**config.mk**
```make
export PLATFORM = sky130hd
export DESIGN_NAME = finv_arbiter_flat
export DESIGN_NICKNAME = d
export VERILOG_FILES = /design/src/rtl/finv_pkg.sv /design/src/rtl/finv_arbiter_if.sv /design/src/rtl/finv_arb_fifo.sv /design/src/rtl/finv_arbiter.sv /design/src/flat_wrapper.sv
export SDC_FILE = /design/constraint.sdc
export NUM_CORES = 1
export LEC_CHECK = 0
export CAP_MARGIN = 20
export CORE_ASPECT_RATIO = 1.75
export CORE_MARGIN = 4
export CORE_UTILIZATION = 51
export CTS_BUF_LIST = sky130_fd_sc_hd__clkbuf_4
export CTS_CLUSTER_SIZE = 8
export DETAILED_ROUTE_END_ITERATION = 12
export PLACE_DENSITY = 0.86
export SLEW_MARGIN = 20
export SYNTH_ARGS = -nofsm -noshare
export SYNTH_HDL_FRONTEND = slang
export SYNTH_SLANG_ARGS = --single-unit
```
**constraint.sdc**
```tcl
create_clock -name clk -period 4.7 [get_ports clk]
set_input_delay 0.94 -clock clk [delete_from_list [all_inputs] [get_ports clk]]
set_output_delay 0.94 -clock clk [all_outputs]
set_load 0.03 [all_outputs]
```
**src/rtl/finv_pkg.sv**
```systemverilog
// Shared types and helpers for the finv round-robin arbiter.
// Sizes tags for up to eight requesters.
package finv_pkg;

    localparam int FINV_LAT     = 3;
    localparam int FINV_DEPTH   = 4;
    localparam int FINV_MAX_REQ = 8;
    localparam int PORT_W       = 3;

    typedef struct packed {
        logic              valid;
        logic [PORT_W-1:0] port;
        logic              special;
    } finv_tag_t;

    typedef struct packed {
        logic              found;
        logic [PORT_W-1:0] idx;
    } rr_pick_t;

    // First eligible port at or after rr, wrapping modulo nreq.
    function automatic rr_pick_t rr_pick(input logic [FINV_MAX_REQ-1:0] elig,
                                         input logic [PORT_W-1:0]       rr,
                                         input int                      nreq);
        rr_pick_t r;
        int       p;
        r = '0;
        for (int k = 0; k < FINV_MAX_REQ; k++) begin
            p = int'(rr) + k;
            if (p >= nreq) p = p - nreq;
            if (k < nreq && !r.found && elig[p]) begin
                r.found = 1'b1;
                r.idx   = PORT_W'(p);
            end
        end
        return r;
    endfunction

endpackage

```
**src/rtl/finv_arbiter_if.sv**
```systemverilog
// Requester, result and finv-unit signals of the arbiter.
// The slave modport is the arbiter side; master is the environment side.
interface finv_arbiter_if #(parameter int NREQ = 4) ();

    logic [NREQ-1:0]       req_valid;
    logic [NREQ-1:0][31:0] req_x;
    logic [NREQ-1:0]       req_ready;
    logic [NREQ-1:0]       res_valid;
    logic [NREQ-1:0][31:0] res_y;
    logic [NREQ-1:0]       res_ready;
    logic [31:0]           fx;
    logic [31:0]           fy;

    modport slave  (input  req_valid, req_x, res_ready, fy,
                    output req_ready, res_valid, res_y, fx);
    modport master (output req_valid, req_x, res_ready, fy,
                    input  req_ready, res_valid, res_y, fx);

endinterface

```
**src/rtl/finv_arb_fifo.sv**
```systemverilog
// Per-requester result FIFO, 32 bits wide; head reads as zero when empty.
// A write and a pop in the same cycle are both honoured, even when full.
module finv_arb_fifo #(
    parameter int DEPTH = 4
) (
    input  logic        clk,
    input  logic        rst,
    input  logic        wr_en_i,
    input  logic [31:0] wr_data_i,
    input  logic        pop_i,
    output logic        empty_o,
    output logic [31:0] head_o
);

    localparam int PW = (DEPTH > 1) ? $clog2(DEPTH) : 1;
    localparam int CW = $clog2(DEPTH + 1);

    logic [31:0]   mem_q [DEPTH];
    logic [PW-1:0] wr_ptr_q, rd_ptr_q;
    logic [CW-1:0] count_q;
    logic          do_pop;

    function automatic logic [PW-1:0] bump(input logic [PW-1:0] p);
        return (p == PW'(DEPTH - 1)) ? '0 : p + 1'b1;
    endfunction

    assign empty_o = (count_q == '0);
    assign do_pop  = pop_i && !empty_o;
    assign head_o  = empty_o ? 32'd0 : mem_q[rd_ptr_q];

    // NOTE: storage has no reset; occupancy is tracked by count_q, so stale data is never visible.
    always_ff @(posedge clk) begin
        if (wr_en_i) mem_q[wr_ptr_q] <= wr_data_i;
    end

    always_ff @(posedge clk) begin
        if (rst) begin
            wr_ptr_q <= '0;
            rd_ptr_q <= '0;
            count_q  <= '0;
        end else begin
            assert (!(wr_en_i && count_q == CW'(DEPTH) && !do_pop));
            if (wr_en_i) wr_ptr_q <= bump(wr_ptr_q);
            if (do_pop)  rd_ptr_q <= bump(rd_ptr_q);
            if (wr_en_i && !do_pop)      count_q <= count_q + 1'b1;
            else if (do_pop && !wr_en_i) count_q <= count_q - 1'b1;
        end
    end

endmodule

```
**src/rtl/finv_arbiter.sv**
```systemverilog
// Round-robin, credit-gated arbiter sharing one pipelined finv unit among NREQ ports.
// Optional feature: define FINV_ARB_SPECIAL_EN to return +/-inf for zero-exponent operands.
module finv_arbiter
    import finv_pkg::*;
#(
    parameter int NREQ  = 4,
    parameter int LAT   = FINV_LAT,
    parameter int DEPTH = FINV_DEPTH
) (
    input logic           clk,
    input logic           rst,
    finv_arbiter_if.slave bus
);

    localparam int CW = $clog2(DEPTH + 1);

    logic [NREQ-1:0]         elig, grant, pop, fifo_empty, wr_en;
    logic [FINV_MAX_REQ-1:0] elig_ext;
    logic [CW-1:0]           credit_q [NREQ];
    logic [CW-1:0]           credit_d [NREQ];
    logic [PORT_W-1:0]       rr_q, rr_d;
    finv_tag_t               tag_q [LAT];
    finv_tag_t               issue_tag, last_tag;
    rr_pick_t                pick;
    logic                    issue_special;
    logic [31:0]             capture_data;
    logic [NREQ-1:0][31:0]   head;

    // NOTE: combinational blocks use blocking '=' with a default first, so no latch is inferred.
    always_comb begin
        elig     = '0;
        elig_ext = '0;
        for (int i = 0; i < NREQ; i++) begin
            elig[i] = bus.req_valid[i] && (credit_q[i] != '0);
        end
        elig_ext[NREQ-1:0] = elig;
        pick = rr_pick(elig_ext, rr_q, NREQ);
    end

    always_comb begin
        grant  = '0;
        bus.fx = 32'd0;
        for (int i = 0; i < NREQ; i++) begin
            grant[i] = pick.found && (pick.idx == PORT_W'(i));
            if (grant[i]) bus.fx = bus.req_x[i];
        end
    end

`ifdef FINV_ARB_SPECIAL_EN
    assign issue_special = pick.found && (bus.fx[30:23] == 8'd0);
`else
    assign issue_special = 1'b0;
`endif

    assign issue_tag = '{valid: pick.found, port: pick.idx, special: issue_special};

    always_comb begin
        rr_d = rr_q;
        if (pick.found) rr_d = (pick.idx == PORT_W'(NREQ - 1)) ? '0 : pick.idx + 1'b1;
    end

    // Credits count free FIFO slots not yet reserved by in-flight operations.
    always_comb begin
        for (int i = 0; i < NREQ; i++) begin
            pop[i]      = !fifo_empty[i] && bus.res_ready[i];
            credit_d[i] = credit_q[i];
            if (grant[i] && !pop[i])      credit_d[i] = credit_q[i] - 1'b1;
            else if (pop[i] && !grant[i]) credit_d[i] = credit_q[i] + 1'b1;
        end
    end

    assign last_tag = tag_q[LAT-1];

`ifdef FINV_ARB_SPECIAL_EN
    assign capture_data = last_tag.special ? {bus.fy[31], 8'hFF, 23'd0} : bus.fy;
`else
    assign capture_data = bus.fy;
`endif

    always_comb begin
        for (int i = 0; i < NREQ; i++) begin
            wr_en[i] = last_tag.valid && (last_tag.port == PORT_W'(i));
        end
    end

    always_ff @(posedge clk) begin
        if (rst) begin
            rr_q <= '0;
            for (int i = 0; i < NREQ; i++) credit_q[i] <= CW'(DEPTH);
            for (int s = 0; s < LAT; s++)  tag_q[s]    <= '0;
        end else begin
            for (int i = 0; i < NREQ; i++) begin
                assert (!(pop[i] && !grant[i] && credit_q[i] == CW'(DEPTH)));
            end
            rr_q     <= rr_d;
            credit_q <= credit_d;
            tag_q[0] <= issue_tag;
            for (int s = 1; s < LAT; s++) tag_q[s] <= tag_q[s-1];
        end
    end

    for (genvar i = 0; i < NREQ; i++) begin : g_port
        finv_arb_fifo #(.DEPTH(DEPTH)) u_fifo (
            .clk       (clk),
            .rst       (rst),
            .wr_en_i   (wr_en[i]),
            .wr_data_i (capture_data),
            .pop_i     (bus.res_ready[i]),
            .empty_o   (fifo_empty[i]),
            .head_o    (head[i])
        );
    end

    assign bus.req_ready = grant;
    assign bus.res_valid = ~fifo_empty;
    assign bus.res_y     = head;

endmodule

```
**src/flat_wrapper.sv**
```systemverilog
// flat-port wrapper written by rule: the top's interface ports become plain ports
module finv_arbiter_flat import finv_pkg::*;
#(
    parameter int NREQ  = 4,
    parameter int LAT   = FINV_LAT,
    parameter int DEPTH = FINV_DEPTH
)
  (clk, rst, bus_req_valid, bus_req_x, bus_res_ready, bus_fy, bus_req_ready, bus_res_valid, bus_res_y, bus_fx);
  finv_arbiter_if #(.NREQ(NREQ)) bus_i ();
  input logic clk;
  input logic rst;
  input wire logic [$bits(bus_i.req_valid)-1:0] bus_req_valid;
  input wire logic [$bits(bus_i.req_x)-1:0] bus_req_x;
  input wire logic [$bits(bus_i.res_ready)-1:0] bus_res_ready;
  input wire logic [$bits(bus_i.fy)-1:0] bus_fy;
  output wire logic [$bits(bus_i.req_ready)-1:0] bus_req_ready;
  output wire logic [$bits(bus_i.res_valid)-1:0] bus_res_valid;
  output wire logic [$bits(bus_i.res_y)-1:0] bus_res_y;
  output wire logic [$bits(bus_i.fx)-1:0] bus_fx;
  assign bus_i.req_valid = bus_req_valid;
  assign bus_i.req_x = bus_req_x;
  assign bus_i.res_ready = bus_res_ready;
  assign bus_i.fy = bus_fy;
  assign bus_req_ready = bus_i.req_ready;
  assign bus_res_valid = bus_i.res_valid;
  assign bus_res_y = bus_i.res_y;
  assign bus_fx = bus_i.fx;
  finv_arbiter #(.NREQ(NREQ), .LAT(LAT), .DEPTH(DEPTH)) u_core (.clk(clk), .rst(rst), .bus(bus_i));
endmodule
```
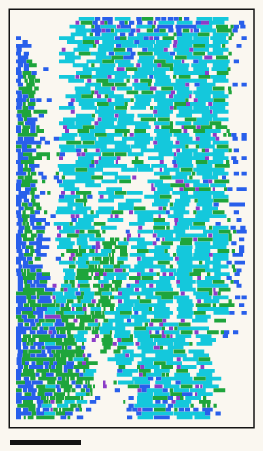
**Above:** run 1 (placement by cell class).
Scale bar: 50 microns.
colour	class	cells
green	combinational and other logic	707
purple	clock drivers and dummy loads	188
cyan	flops	575
blue	other buffers and delay cells	432

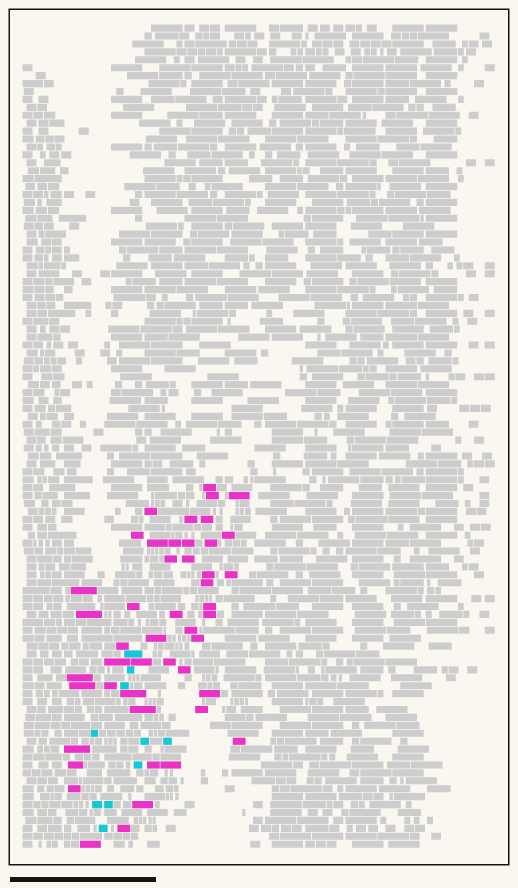
**Above:** run 1 (selected gate families).
Scale bar: 50 microns.
colour	family	cells
cyan	AND-OR and OR-AND gates	10
magenta	adder and majority cells	47
final instance count without filler cells: 2486
most frequent logic cell in the layout: edfxtp_1
Comb area share: 24.9%

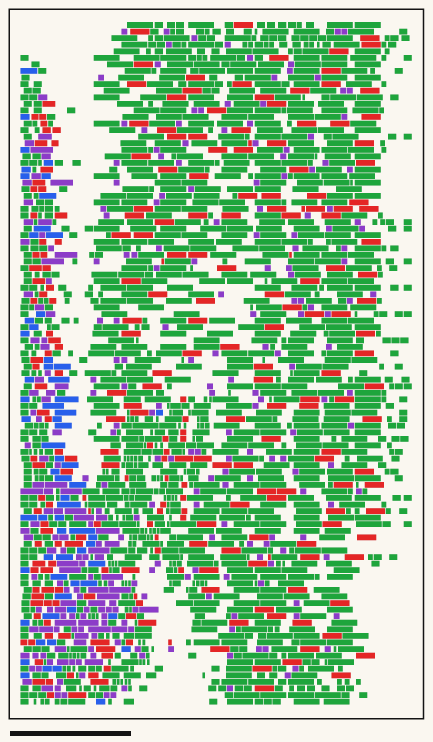
**Above:** run 1 (sizing map).
Scale bar: 50 microns.
colour	size	cells	share
green	_0 and _1 cells	1294	68%
blue	_6 and larger	64	3.4%
purple	_3 and _4 cells	293	15%
red	_2 cells	251	13%
final instance area: 31000 sq um
Area Growth Syn to Fin: 30.7%
post-route setup slack: -479 ps
Non-CTS buffers: 432

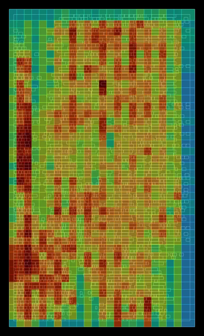
**Above:** run 1 (track usage over the die).
GR peak layer: met2
global-route usage over all layers: 23.9%
met2 Resource Use GR: 43.9%

## run 1: synth_stat cells (all sizes together), types with 4 or more instances
master,count
and2,145
a21oi,52
o31ai,5
edfxtp,512
mux2i,18
clkbuf,66
nor3,39
nor3b,4
nand2,7
ha,39
fa,8
or3,9
nor2,81
o21ai,10
a221oi,32
buf,12
dfxtp,63
mux4,130
o31a,4
or3b,4
inv,28
nor2b,46
xor2,17
## run 1: what timing repair did
item / CTS / global route
resized: 106 / 97
setup buffers: 14 / 15
cloned: 4 / 4
setup endpoints to repair: 36 / 36
pin swaps: 25 / 29
==> impl_metrics.env, run 1 <==
# implementation run metrics
export IMPL_yosys_area_sq_um=23700
export IMPL_first_pass_iters=5
export IMPL_synth_seq_share_pct=70.2
export IMPL_dr_wl_met3_microns=4820
export IMPL_crit_path_end="bus_fx[10]"
export IMPL_wl_met2_microns=34300
export IMPL_ff_latch_area_sq_um=16700
export IMPL_use_met3_pct=5.41
export IMPL_tap_cells=583
export IMPL_sh_seq_area_pct=53.8
export IMPL_inv_count=29
export IMPL_top_register="u_core.g_port.u_fifo.mem_q"
export IMPL_dr_max_layer_used="met4"
export IMPL_r2r_start="u_core.rr_q[1]"
export IMPL_min_path_type="reg2reg"
export IMPL_largest_register_ffs=512
export IMPL_ys_sh_adder_pct=2.73
export IMPL_crit_family="simple AND/OR/NAND/NOR gates"
export IMPL_setup_ws_ps=-479
export IMPL_yosysWarnings=0
export IMPL_end_kind="output port"
export IMPL_fin_worst_skew_ps=48.9
export IMPL_drtIter0Drc=910
export IMPL_largest_cell_class="sequential cells"
export IMPL_setup_viol=33
export IMPL_tns_ps=-11620
export IMPL_setup_worst_path_class="reg2out"
export IMPL_ioPinCount=338
export IMPL_p_int_mw=14.1
export IMPL_clock_sinks=575
export IMPL_drc_errors=0
export IMPL_grt_start_max_net_pins=41
export IMPL_worst_pin_slew_ps=1080
export IMPL_topCellsByArea="edfxtp_1, mux4_2, dfxtp_1"
export IMPL_status="finished, violations left"
export IMPL_met1_length_microns=20300
export IMPL_xor_area_share_pct=0.665
export IMPL_finalPower_mw=24.2
export IMPL_cp_cell_sequence="buf_6, ha_4, nor2b_4, or3_4, a221oi_4, buf_6, mux2_4, nand3b_1, ha_2, nor2b_4, buf_12, a221oi_2, nor3_2, buf_4, a21oi_2, nor2_4, buf_6"
export IMPL_clock_path_buffers=3
export IMPL_drt_wl_total_microns=62800
export IMPL_synth_main_ff_cell="edfxtp_1"
export IMPL_violations="negative setup slack"
export IMPL_start_kind="flip-flop"
export IMPL_critPathMaxStageDelay_ps=350
export IMPL_cp_slowest_cell="or3_4"
export IMPL_buffer_area_share_pct=14.4
export IMPL_io_buffers=337
export IMPL_top_area_cell="edfxtp_1"
export IMPL_slew_violations=0
export IMPL_diodes=1
export IMPL_startpoint="u_core.rr_q[1]"
export IMPL_post_dp_cell_area_sq_um=28300
export IMPL_fp_util_pct=51.6
export IMPL_antenna_found_initial=1
export IMPL_layout_drive_gt1_share_pct=32.0
export IMPL_critPathBufInv=5
export IMPL_syn_nets=1577
export IMPL_hold_depth=1
export IMPL_synth_top_area_share_pct=64.9
export IMPL_rows=104
export IMPL_placed_cells=2265
export IMPL_synth_edff_count=512
export IMPL_dp_hpwl_microns=38200
export IMPL_p_sw_share_pct=41.6
export IMPL_cts_root_buf="clkbuf_4"
export IMPL_die_area_sq_um=50100
export IMPL_cp_data_required_time_ps=3760
export IMPL_p_clk_mw=3.28
export IMPL_pre_cts_slack_ps=-481
export IMPL_fin_util_pct=67.5
## Run 2: what changed since run 1
SETUP_SLACK_MARGIN = 0.4   (was unset)
==> impl_metrics.env, run 2 <==
# implementation run metrics
export IMPL_largest_register_ffs=512
export IMPL_layout_drive_gt1_share_pct=31.7
export IMPL_clock_latency_ps=800
export IMPL_min_path_type="reg2reg"
export IMPL_fill_cells=2925
export IMPL_critPathMaxStageDelay_ps=510
export IMPL_tns_ps=-7350
export IMPL_met2_usage_pct=47.2
export IMPL_xor_area_share_pct=0.665
export IMPL_p_clk_mw=3.61
export IMPL_synth_most_common_cell="edfxtp_1"
export IMPL_synth_top_area_share_pct=64.9
export IMPL_grt_ovfl_total=0
export IMPL_clock_path_buffers=3
export IMPL_rows=104
export IMPL_synth_main_ff_cell="edfxtp_1"
export IMPL_drt_wl_total_microns=63200
export IMPL_syn_nets=1577
export IMPL_inv_count=29
export IMPL_synth_edff_count=512
export IMPL_reg2reg_depth=19
export IMPL_yosys_area_sq_um=23700
export IMPL_worst_pin_slew_ps=1110
export IMPL_ioPinCount=338
export IMPL_cp_slowest_cell="mux4_2"
export IMPL_crit_path_end="bus_fx[1]"
export IMPL_first_pass_iters=4
export IMPL_r2r_start="u_core.rr_q[1]"
export IMPL_largest_cell_class="sequential cells"
export IMPL_top_register="u_core.g_port.u_fifo.mem_q"
export IMPL_p_leak_nw=10.5
export IMPL_hold_depth=1
export IMPL_startpoint="u_core.credit_q[10]"
export IMPL_synth_seq_share_pct=70.2
export IMPL_grt_busiest_layer="met2"
export IMPL_area_delta_synth_final_pct=31.3
export IMPL_layout_top_cell="edfxtp_1"
export IMPL_topCellsByArea="edfxtp_1, mux4_2, dfxtp_1"
export IMPL_dr_wl_met3_microns=4980
export IMPL_netlist_top_cells_count="edfxtp_1, and2_1, mux4_2, nor2_1, clkbuf_1"
export IMPL_arrival_ps=4120
export IMPL_ys_sh_adder_pct=2.73
export IMPL_switching_power_mw=9.83
export IMPL_clk_pin_slew_ps=80
export IMPL_p_int_mw=14.5
export IMPL_grt_start_max_net_pins=56
export IMPL_fin_worst_skew_ps=66.6
export IMPL_slew_violations=0
export IMPL_drtIter0Drc=1065
export IMPL_clock_sinks=575
export IMPL_dp_hpwl_microns=40200
export IMPL_start_kind="flip-flop"
export IMPL_buffers=446
export IMPL_setup_viol=32
export IMPL_cts_tree="done"
export IMPL_p_sw_share_pct=40.5
export IMPL_antenna_found_initial=1
export IMPL_drc_errors=0
export IMPL_cts_root_buf="clkbuf_4"
export IMPL_wl_met2_microns=35500
export IMPL_cp_data_required_time_ps=3760
export IMPL_end_kind="output port"
export IMPL_netlist_instances=1360
export IMPL_setup_ws_ps=-360
export IMPL_fp_util_pct=51.6
export IMPL_diodes=1
export IMPL_grt_first_pass_wirelength_microns=92400
export IMPL_reg2reg_to="u_core.credit_q[8]"
export IMPL_die_area_sq_um=50100
export IMPL_setup_worst_path_class="reg2out"
export IMPL_timing_final_crit_period_ps=5060
export IMPL_r2r_slack_ps=480
export IMPL_tap_cells=583
export IMPL_hold_violations=0
export IMPL_status="finished, violations left"
export IMPL_p_comb_mw=14.6
export IMPL_hold_buffers=0
export IMPL_dr_max_layer_used="met4"
export IMPL_violations="negative setup slack"
export IMPL_power_frac_comb_pct=60.3
export IMPL_cp_cell_sequence="o31a_1, mux4_2, and2_4, nor4b_4, nand3b_1, ha_2, nor2b_4, buf_12, buf_8, a221oi_2, nor3_1, a21oi_1, nor2_4, buf_6"
export IMPL_grt_pass1_vias=15500
export IMPL_met1_length_microns=19700
export IMPL_top_area_cell="edfxtp_1"
export IMPL_io_buffers=337
export IMPL_buffer_area_share_pct=14.8
export IMPL_yosysWarnings=0
-- run 2: timing repair --
action / CTS / global route
setup buffers: 24 / 14
endpoints found under the setup margin: 68 / 38
gates cloned: 4 / 2
pin swaps: 19 / 18
resized: 124 / 55
-- run 2: critical path: cells and delay by family, from the launching register on --
kind	cells	cell delay (ps)
AOI/OAI and AO/OA	3	540
buffers and inverters	3	460
and+or+nand+nor	6	1270
DFF	1	340
muxes	1	510
adders and majority gates	1	200
-- run 2: per-stage QoR --
stage               std cells  setup slack [ps]  total power [mW]  area, sq um  hold slack, ps
global route             2511              -485              25.5        31100             382
global placement         2267              -700              18.2        28400             416
CTS                      2494              -342              23.7        30700             343
finish                   2511              -360              24.3        31100             386
detailed placement       2267              -780              18.4        28400             423
floorplan                1360               120              13.5        24100             414
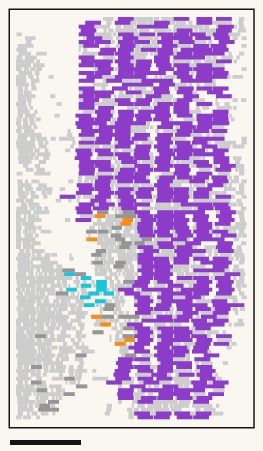
**Above:** run 2 (sequential cells grouped by signal name).
Scale bar: 50 microns.
colour	netlist name	sequential cells
orange	`u_core.g_port.u_fifo.rd_ptr_q`	8
purple	`u_core.g_port.u_fifo.mem_q`	512
cyan	`u_core.tag_q`	12
post-layout util: 67.8%
sequential power: 6.04 mW
Seq/total area: 53.5%
Flop area: 16700 sq um

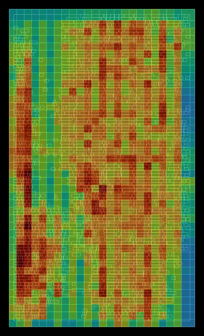
**Above:** run 2 (track usage over the die).
Routed WL per cell: 25.2 microns
met3 usage: 5.55%
met1 usage: 26.1%
global-route usage over all layers: 25.0%

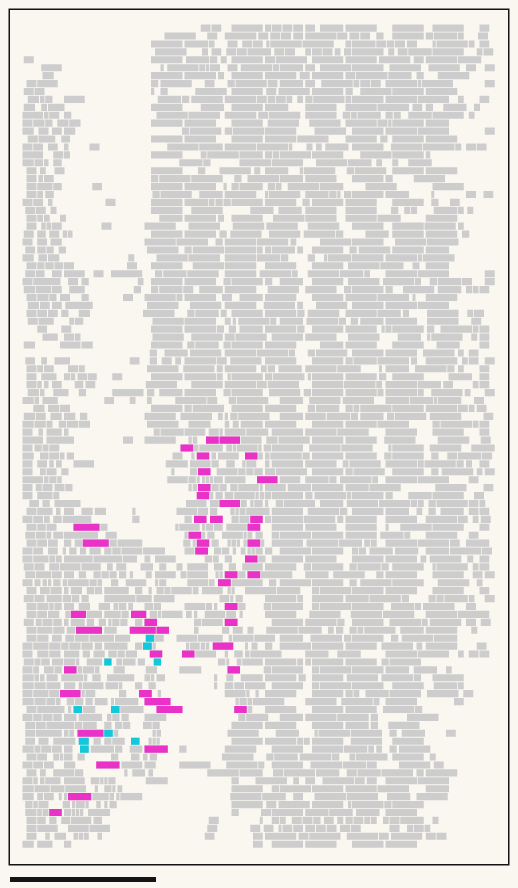
**Above:** run 2 (selected gate families).
Scale bar: 50 microns.
final instance count without filler cells: 2511
Comb area share: 24.2%

**Run 2: sizing map**

Scale bar: 50 microns.
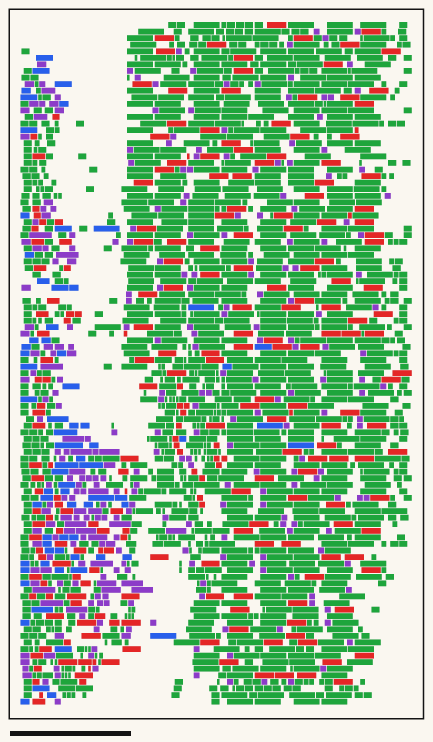

## Run 3: what changed since run 2
CORE_MARGIN = unset   (was 4)
CORE_UTILIZATION = 45   (was 51)
MAX_ROUTING_LAYER = met4   (was unset)
PLACE_DENSITY = 0.79   (was 0.86)
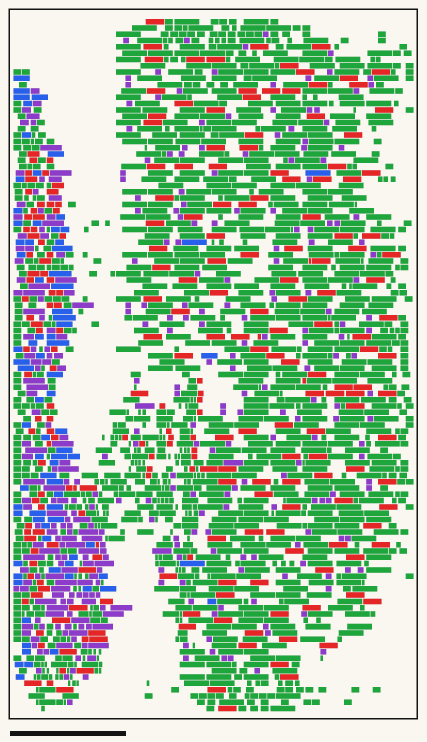
**Above:** run 3 (sizing map).
Scale bar: 50 microns.
Non-CTS buffers: 445
post-route setup slack: -511 ps
final instance area: 31700 sq um
Area Growth Syn to Fin: 33.8%

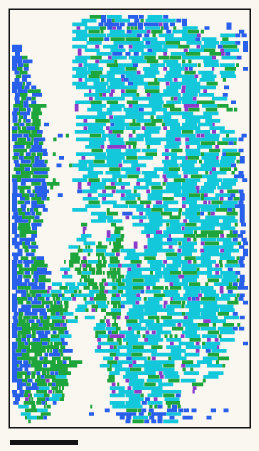
**Above:** run 3 (placement by cell class).
Scale bar: 50 microns.
colour	class	cells
cyan	flops	575
blue	other buffers and delay cells	445
purple	clock drivers and dummy loads	204
green	combinational and other logic	707
Seq/total area: 52.5%
post-layout util: 61.3%
row count: 110

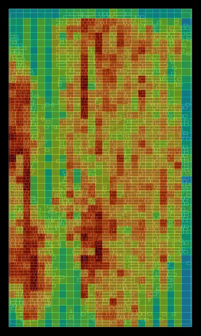
**Above:** run 3 (track usage over the die).
met1 usage: 24.0%
met3 usage: 4.04%
global-route usage over all layers: 24.6%
met2 Resource Use GR: 45.5%
Routed WL per cell: 24.9 microns

==> impl_metrics.env, run 3 <==
# implementation run metrics
export IMPL_netlist_instances=1360
export IMPL_synth_edff_count=512
export IMPL_top_register="u_core.g_port.u_fifo.mem_q"
export IMPL_reg2reg_depth=19
export IMPL_buffer_area_share_pct=14.7
export IMPL_synth_main_ff_cell="edfxtp_1"
export IMPL_critPathBufInv=6
export IMPL_worst_pin_slew_ps=1130
export IMPL_seq_power_mw=6.06
export IMPL_setup_worst_path_class="reg2out"
export IMPL_end_kind="output port"
export IMPL_switching_power_mw=10.4
export IMPL_synth_seq_share_pct=70.2
export IMPL_setup_ws_ps=-511
export IMPL_p_leak_nw=10.6
export IMPL_r2r_start="u_core.rr_q[1]"
export IMPL_reg2reg_to="u_core.credit_q[8]"
export IMPL_fill_cells=3710
export IMPL_cp_data_required_time_ps=3760
export IMPL_largest_register_ffs=512
export IMPL_status="finished, violations left"
export IMPL_antenna_found_initial=2
export IMPL_p_int_mw=15.0
export IMPL_start_kind="flip-flop"
export IMPL_comb_share_pct=25.0
export IMPL_fin_cells=2606
export IMPL_violations="negative setup slack"
export IMPL_postCtsSetupBuffers=21
export IMPL_finalPower_mw=25.4
export IMPL_cts_resized=154
export IMPL_ioPinCount=338
export IMPL_syn_nets=1577
export IMPL_clk_pin_slew_ps=80
export IMPL_min_path_type="reg2reg"
export IMPL_post_dp_cell_area_sq_um=28500
export IMPL_drt_wl_total_microns=64800
export IMPL_yosys_area_sq_um=23700
export IMPL_clock_latency_ps=850
export IMPL_slew_violations=0
export IMPL_cp_cell_sequence="o31a_1, buf_6, o31ai_1, a311oi_4, buf_4, buf_4, a21oi_2, ha_4, buf_12, nor2b_1, nor3_1, a21oi_1, buf_4, nor2_4, buf_6"
export IMPL_crit_path_end="bus_fx[20]"
export IMPL_diodes=3
export IMPL_clock_path_buffers=3
export IMPL_grt_pass1_vias=15700
export IMPL_hold_buffers=0
export IMPL_xor_area_share_pct=0.665
export IMPL_io_buffers=337
export IMPL_power_frac_comb_pct=61.7
export IMPL_setup_viol=33
export IMPL_crit_family="AND-OR/OR-AND gates"
export IMPL_drtIter0Drc=899
export IMPL_grt_ovfl_total=0
export IMPL_p_comb_mw=15.6
export IMPL_layout_top_cell="edfxtp_1"
[run 3: cell counts after synthesis]
No cell type changed its count.
[run 3: layer usage]
metal	global-route usage, %	wire, microns	part of all wire, %	up-vias
li1	-	-	-	6327
met1	24.0	22100	34	7446
met2	45.5	36100	56	665
met3	4.04	3510	5.4	145
met4	13.4	3190	4.9	0
met5	-	0	0	-
[run 3: worst register-to-register path, stage by stage, from the launching register on]
cell	delay (ps)
dfxtp_4	390
inv_4	50
buf_6	120
ha_4	290
inv_1	50
a31o_2	290
o22ai_4	260
nor4b_4	100
buf_4	160
nor3b_4	220
ha_4	200
buf_12	160
nor2b_4	200
buf_4	130
ha_1	160
inv_1	70
fa_1	430
xor2_1	170
o21ai_0	190
or3b_2	460
No activity file was given, so power comes from the tool's default toggle rates.
